Run 1, signal wires by layer:
(4 px per um) Only two layers are drawn.
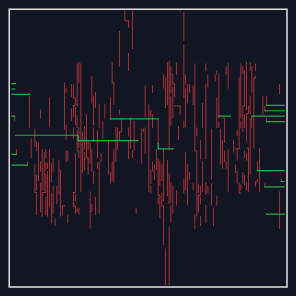
Run 1, I/O nets highlighted:
(4 px per um)
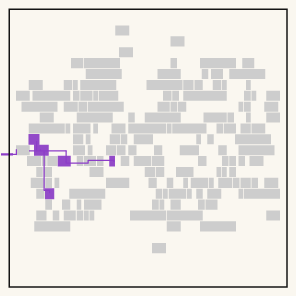
Run 1, signal wires on met2:
(6 px per um)
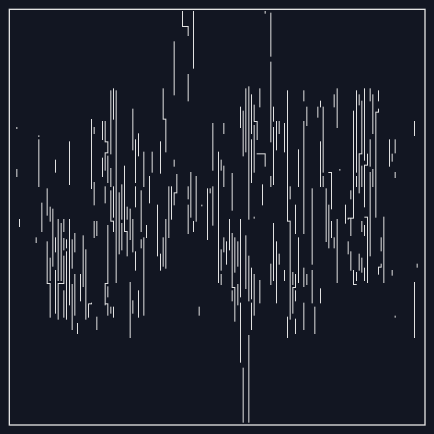
Run 1, pin placement:
(6 px per um) Pins as bars across the die edge, other pins in grey.
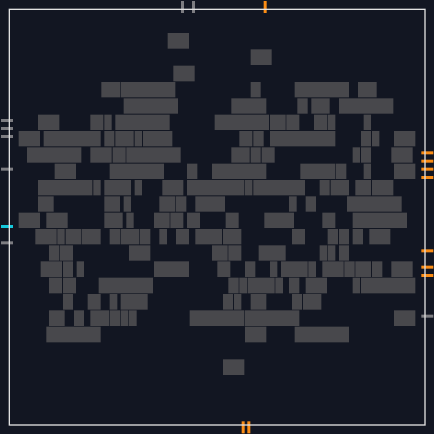
## src/rtl/tt_mux_ctrl_pkg.sv

```systemverilog
// Shared types and defaults for the Tiny Tapeout project-mux control driver.
// The state encoding is fixed so that the state register is stable across tools.
package tt_mux_ctrl_pkg;

  localparam int ADDR_W_DEFAULT       = 10;
  localparam int PULSE_CYCLES_DEFAULT = 2;

  typedef enum logic [2:0] {
    IDLE   = 3'd0,
    RST_LO = 3'd1,
    RST_HI = 3'd2,
    INC_HI = 3'd3,
    INC_LO = 3'd4,
    ACTIVE = 3'd5
  } mux_ctrl_state_t;

  // True for every state that belongs to a running selection sequence.
  function automatic logic is_seq_state(input mux_ctrl_state_t s);
    return (s == RST_LO) || (s == RST_HI) || (s == INC_HI) || (s == INC_LO);
  endfunction

endpackage

```

## src/rtl/tt_mux_ctrl_phase_timer.sv

```systemverilog
// Phase-length down-counter: reloaded on each FSM state entry, flags the
// last cycle of a PULSE_CYCLES-long phase.
module tt_mux_ctrl_phase_timer #(
  parameter int PULSE_CYCLES = 2
) (
  input  logic clk,
  input  logic rst_n,
  input  logic load,
  output logic phase_end
);

  localparam int                CNT_W    = $clog2(PULSE_CYCLES + 1);
  localparam logic [CNT_W-1:0]  LOAD_VAL = CNT_W'(PULSE_CYCLES - 1);

  logic [CNT_W-1:0] count;

  // NOTE: sequential state is written with non-blocking assignments only, so
  // every register samples the pre-edge value of every other register.
  always_ff @(posedge clk or negedge rst_n) begin
    if (!rst_n) begin
      count <= '0;
    end else if (load) begin
      count <= LOAD_VAL;
    end else if (count != '0) begin
      count <= count - 1'b1;
    end
  end

  assign phase_end = (count == '0);

endmodule

```

## src/rtl/tt_mux_ctrl_driver.sv

```systemverilog
// Drives the Tiny Tapeout mux control pins: resets the mux address counter,
// pulses the increment strobe N times, then enables the selected project.
module tt_mux_ctrl_driver
  import tt_mux_ctrl_pkg::*;
#(
  parameter int ADDR_W       = ADDR_W_DEFAULT,
  parameter int PULSE_CYCLES = PULSE_CYCLES_DEFAULT
) (
  input  logic              clk,
  input  logic              rst_n,
  input  logic              start,
  input  logic [ADDR_W-1:0] addr,
  input  logic              disable_req,
  output logic              busy,
  output logic              done,
  output logic              ctrl_sel_rst_n,
  output logic              ctrl_sel_inc,
  output logic              ctrl_ena
);

  mux_ctrl_state_t   state;
  mux_ctrl_state_t   next_state;
  logic [ADDR_W-1:0] remaining;
  logic [ADDR_W-1:0] remaining_next;
  logic              phase_end;
  logic              state_load;
  logic              start_ok;
  logic              disable_ok;

  // Requests are only honoured outside a running sequence; start beats disable.
  assign start_ok   = start && ((state == IDLE) || (state == ACTIVE));
  assign disable_ok = disable_req && !start && (state == ACTIVE);

  // NOTE: both outputs of this block get a default first, so no path through
  // the case statement can leave them unassigned and infer a latch.
  always_comb begin
    next_state     = state;
    remaining_next = remaining;
    unique case (state)
      IDLE: begin
        if (start_ok) begin
          next_state     = RST_LO;
          remaining_next = addr;
        end
      end
      RST_LO: begin
        if (phase_end) next_state = RST_HI;
      end
      RST_HI: begin
        if (phase_end) next_state = (remaining == '0) ? ACTIVE : INC_HI;
      end
      INC_HI: begin
        if (phase_end) next_state = INC_LO;
      end
      INC_LO: begin
        // remaining is nonzero here, so the decrement can never wrap.
        if (phase_end) begin
          remaining_next = remaining - 1'b1;
          next_state     = (remaining == ADDR_W'(1)) ? ACTIVE : INC_HI;
        end
      end
      ACTIVE: begin
        if (start_ok) begin
          next_state     = RST_LO;
          remaining_next = addr;
        end else if (disable_ok) begin
          next_state = IDLE;
        end
      end
      default: next_state = IDLE;
    endcase
  end

  // Every transition is a change of state, so a change reloads the phase timer.
  assign state_load = (next_state != state);

  tt_mux_ctrl_phase_timer #(
    .PULSE_CYCLES (PULSE_CYCLES)
  ) u_phase_timer (
    .clk       (clk),
    .rst_n     (rst_n),
    .load      (state_load),
    .phase_end (phase_end)
  );

  always_ff @(posedge clk or negedge rst_n) begin
    if (!rst_n) begin
      state     <= IDLE;
      remaining <= '0;
    end else begin
      state     <= next_state;
      remaining <= remaining_next;
    end
  end

  // Outputs are decoded from next_state so they line up with the state itself.
  always_ff @(posedge clk or negedge rst_n) begin
    if (!rst_n) begin
      ctrl_sel_rst_n <= 1'b1;
      ctrl_sel_inc   <= 1'b0;
      ctrl_ena       <= 1'b0;
      busy           <= 1'b0;
      done           <= 1'b0;
    end else begin
      ctrl_sel_rst_n <= (next_state != RST_LO);
      ctrl_sel_inc   <= (next_state == INC_HI);
      ctrl_ena       <= (next_state == ACTIVE);
      busy           <= is_seq_state(next_state);
      done           <= (next_state == ACTIVE) && (state != ACTIVE);
    end
  end

endmodule

```

## config.mk

```make
export PLATFORM = sky130hd
export DESIGN_NAME = tt_mux_ctrl_driver
export DESIGN_NICKNAME = d
export VERILOG_FILES = /design/src/rtl/tt_mux_ctrl_pkg.sv /design/src/rtl/tt_mux_ctrl_phase_timer.sv /design/src/rtl/tt_mux_ctrl_driver.sv
export SDC_FILE = /design/constraint.sdc
export NUM_CORES = 1
export LEC_CHECK = 0
export CORE_MARGIN = 1
export CORE_UTILIZATION = 30
export CTS_CLUSTER_SIZE = 28
export DETAILED_ROUTE_END_ITERATION = 10
export SLEW_MARGIN = 10
export SYNTH_ARGS = -nofsm -noshare
export SYNTH_HDL_FRONTEND = slang
export SYNTH_SLANG_ARGS = --single-unit
```

## constraint.sdc

```tcl
create_clock -name clk -period 3.3 [get_ports clk]
set_input_delay 0.66 -clock clk [delete_from_list [all_inputs] [get_ports clk]]
set_output_delay 0.66 -clock clk [all_outputs]
set_load 0.05 [all_outputs]
```

==> qor.csv, run 1 <==
metric;value;unit
worst skew pair latency;0.26;ns
CTS tree;yes;
Post-CTS Resized;0;
internal power;0.8986;mW
critical path depth;1;
top cells by count;19 x dfrtp_1, 12 x a21oi_1, 11 x inv_1, 11 x o21ai_0;
maximum clock path buffer count;2;
Diodes inserted;0;
Die Wd;69.05;um
# Cells Yosys;144;
Die ar.;4768;sq um
setup slack after layout;1.065;ns
crit-path leading delay family;buffers and inverters;
CTS root buffer;clkbuf_8;
hold path depth;2;
total track usage;12.71;%
Worst-path clk slew;0.08;ns
Core Area;4324;sq um
Seq share, synth;37.20;%
CTS H-tree lvls;1;
# clock sinks;20;
I/O pin count;19;
Seq pwr share;32.9;%
Psw;0.7592;mW
R2R Path End;remaining[6];
status;finished, final reports clean;
Peak VDD IR;0.0006136;V
Synth Register Bits;20;
NumNets Final;176;
Top cell area share;35.25;%
HP Start;u_phase_timer.count[0];
clock share of power;14.9;%
DP HPWL;2.038;mm
Final ANT Viol Nets;0;
largest net degree at the start of global routing;21;
Startpoint Class;register;
Floorplan Nets;162;
crit path cell chain;clkdlybuf4s50_1;
die height;69.05;um
Initial DRT Pass Iterations;4;
# port buffers;18;
Switching Fraction;45.79;%
Area Growth Syn to Fin;18.92;%
About 'signal wires by layer':
green -> metal 3  # wire length 102 um
red -> metal 2  # wire length 1300 um

About 'I/O nets highlighted':
purple -> start  # bits 1, direction input, end cells 5, buffers 1, wire 42.2 um

About 'signal wires on met2':
nets with wire on the layer = 136
longest straight run = 32.0 um

About 'pin placement':
cyan -> start  # pins 1, direction input, edge left
orange -> addr  # pins 10, direction input, edge 7 right, 2 bottom, 1 top
all pins by edge = 8 right, 6 left, 3 top, 2 bottom

run 1: cell type report:
cell class | count | area [sq um] | share of cell area [%]
multi-input cells | 104 | 744.5 | 46.41
flip-flops and latches | 20 | 501.7 | 31.28
repair buffers | 18 | 180.2 | 11.23
well taps | 52 | 65.06 | 4.056
clock buffers | 3 | 41.29 | 2.574
inverters | 11 | 41.29 | 2.574
clock inverters | 1 | 30.03 | 1.872
run 1: metal layers:
| layer | track usage, % | part of all wire [%] | vias to the layer above |
|---|---|---|---|
| li1 | - | - | 550 |
| met1 | 17.82 | 51 | 525 |
| met2 | 19.63 | 45 | 20 |
| met3 | 3.363 | 3.5 | 2 |
| met4 | 2.721 | 0.42 | 0 |
| met5 | 0 | 0 | - |
run 1: worst max-delay path by stage:
| stage | start | endpoint |
|---|---|---|
| after floorplan | u_phase_timer.count[0] | ctrl_sel_inc |
| after global placement | start | ctrl_sel_inc |
| after detailed placement | start | ctrl_sel_inc |
| after CTS | ctrl_sel_rst_n | ctrl_sel_rst_n |
| after global routing | ctrl_sel_rst_n | ctrl_sel_rst_n |
| final | ctrl_sel_rst_n | ctrl_sel_rst_n |
run 1: power groups by stage:
stage | registers, mW | clock network (mW) | logic (mW)
after floorplan | 0.552 | 0 | 0.702
after global placement | 0.539 | 0 | 0.855
after detailed placement | 0.545 | 0 | 0.871
after CTS | 0.543 | 0.254 | 0.874
after global routing | 0.570 | 0.265 | 0.957
final | 0.545 | 0.247 | 0.866
run 1: cell usage in the layout, fill, tap and decap left out, drive strengths merged, types with 2 or more instances in the layout:
master,synthesis,routed
a21oi,13,13
a22oi,3,3
a31oi,3,3
and3,2,2
clkbuf,0,3
clkdlybuf4s50,0,18
dfrtp,19,19
ha,4,4
inv,11,11
nand2,8,8
nand2b,5,5
nand3,5,5
nand3b,4,4
nor2,8,8
nor2b,3,3
nor3,5,5
nor4,2,2
o211ai,3,3
o21ai,11,11
o22a,3,3
o22ai,2,2
o2bb2ai,2,2
o311a,2,2
xnor2,2,2
run 1: state kept, by name (all words and copies together), names as in the netlist:
register and cells:
busy 1, u_phase_timer.count 2, state 3, ctrl_ena 1, remaining 10, done 1, ctrl_sel_inc 1, ctrl_sel_rst_n 1
run 1: cell families (layout without fill, tap and decap cells):
family / Yosys count / in the layout / share of synthesized area (%)
compound gates: 47 / 47 / 24.40
xor+xnor: 3 / 3 / 2.505
fa+ha+maj: 4 / 4 / 3.711
buf+inv: 20 / 33 / 7.607
flops: 20 / 20 / 37.20
mux: 1 / 1 / 0.7421
simple gates: 49 / 49 / 23.84
run 1: per-stage QoR:
step           total power [mW]  cells  cell area [sq um]
6_report                  1.658    209               1604
5_1_grt                   1.791    209               1604
4_1_cts                   1.671    209               1604
3_5_place_dp              1.416    205               1533
3_3_place_gp              1.394    205               1533
2_1_floorplan             1.255    144               1349
Run 1, cell placement:
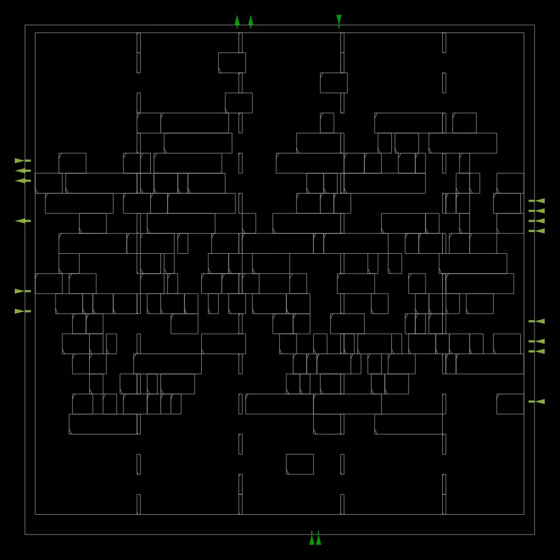

==> run 2, diff against run 1 <==
- clock period: 3.3 -> 2.2 ns (I/O delays scaled with it)
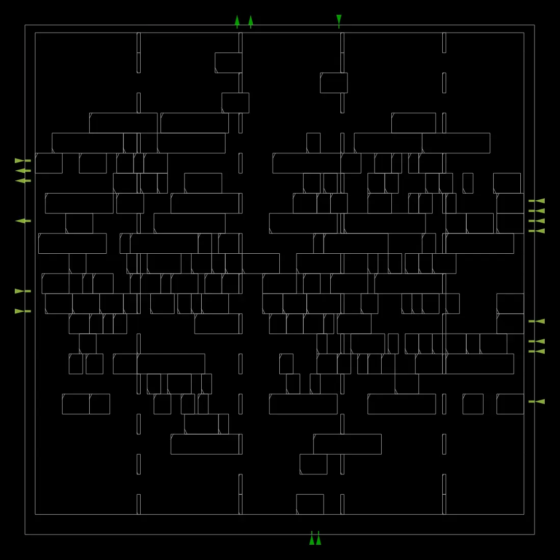
Run 2: cell placement
Core Rows: 24
count of filler cells inserted in the layout: 450

==> qor.csv, run 2 <==
metric;value;unit;change
I/O pin count;19;;unchanged
Core Area;4324;sq um;unchanged
register area;501.7;sq um;unchanged
Biggest register;remaining;;
clock share of power;14.9;%;about the same
Die ar.;4768;sq um;unchanged
most frequent logic cell in the layout;dfrtp_1;;
crit path cell chain;clkdlybuf4s50_1;;
top cells by count;19 x dfrtp_1, 12 x a21oi_1, 11 x inv_1, 11 x o21ai_0;;
Die Wd;69.05;um;unchanged
Worst-path clk slew;0.08;ns;about the same
Top cell area share;35.25;%;unchanged
die height;69.05;um;unchanged
R2R Path End;ctrl_ena;;
# port buffers;18;;unchanged
Switching Fraction;45.62;%;-0.17 points
Peak VDD IR;0.0007662;V;+25%
Post-CTS Resized;0;;unchanged
maximum clock path buffer count;2;;unchanged
CTS tree;yes;;
internal power;1.362;mW;+52%
# Cells Yosys;144;;unchanged
max reg flops;10;;unchanged
Psw;1.143;mW;+51%
Seq share, synth;37.20;%;unchanged
Seq pwr share;32.7;%;-0.2 points
Synth Register Bits;20;;unchanged
Floorplan Nets;162;;unchanged
largest registers;remaining (10), state (3), u_phase_timer.count (2);;
CTS root buffer;clkbuf_8;;
status;finished, final reports clean;;
Startpoint Class;register;;
DP HPWL;1.988;mm;-2.4%
logic area;744.5;sq um;unchanged
worst skew pair latency;0.26;ns;about the same
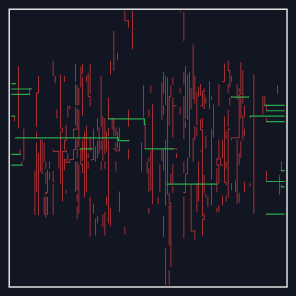
Run 2: signal wires by layer
(4 px per um) Only two layers are drawn.
green -> metal 3  # wire length 113 um
red -> metal 2  # wire length 1310 um

==> run 2: cell counts after synthesis <==
Identical to the previous run, type by type.
==> run 2: kinds of logic (layout without fill, tap and decap cells) <==
group / after synthesis / after routing / share of synthesized area (%)
compound gates: 47 / 47 / 24.40
xor+xnor: 3 / 3 / 2.505
fa+ha+maj: 4 / 4 / 3.711
buf+inv: 20 / 35 / 7.607
flops: 20 / 20 / 37.20
mux: 1 / 1 / 0.7421
simple gates: 49 / 49 / 23.84
==> run 2: power by group through the flow <==
stage | clock (mW) | combinational (mW) | sequential, mW
global placement | 0 | 1.30 | 0.808
detailed placement | 0 | 1.31 | 0.817
finish | 0.373 | 1.31 | 0.818
CTS | 0.384 | 1.32 | 0.812
floorplan | 0 | 1.05 | 0.828
global route | 0.396 | 1.45 | 0.853
==> run 2: layout make-up <==
class | instances | area share, %
inverters | 11 | 2.550
repair buffers | 20 | 12.06
multi-input cells | 104 | 45.98
clock buffers | 3 | 2.550
flip-flops and latches | 20 | 30.99
clock inverters | 1 | 1.855
well taps | 52 | 4.019
==> run 2: routing by layer <==
layer	up-vias	global-route usage (%)	part of all wire [%]
met5	-	0	0
met4	0	2.948	0.45
met3	2	3.363	4.0
met2	24	19.85	46
met1	535	17.16	50
li1	554	-	-
==> run 2: stage by stage <==
step	cell area, sq um	total power [mW]	util [%]	hold WS, ns	std cells
floorplan	1349	1.882	-	0.1444	144
global placement	1548	2.104	35.79	0.5148	207
detailed placement	1548	2.129	35.79	0.5161	207
CTS	1619	2.518	37.44	0.5314	211
global route	1619	2.703	37.44	0.5395	211
finish	1619	2.505	37.44	0.5224	211
==> run 2: worst max-delay path by stage <==
stage	startpoint	end	slack, ns	depth (start not counted)
5_1_grt	ctrl_sel_rst_n	ctrl_sel_rst_n	0.15	1
4_1_cts	ctrl_sel_rst_n	ctrl_sel_rst_n	0.17	1
2_1_floorplan	u_phase_timer.count[0]	ctrl_sel_inc	0.58	8
3_3_place_gp	start	ctrl_sel_inc	0.30	6
6_report	ctrl_sel_rst_n	ctrl_sel_rst_n	0.18	1
3_5_place_dp	start	ctrl_sel_inc	0.21	6
==> run 2: worst register-to-register path, stage by stage, from the launching register on <==
cell and delay, ns:
dfrtp_1 0.39, inv_1 0.06, ha_1 0.39, nor2b_1 0.22, a22oi_1 0.09, o211a_1 0.20
nand2b_2 0.21, and2_1 0.17
Power and IR drop assume default switching activity.
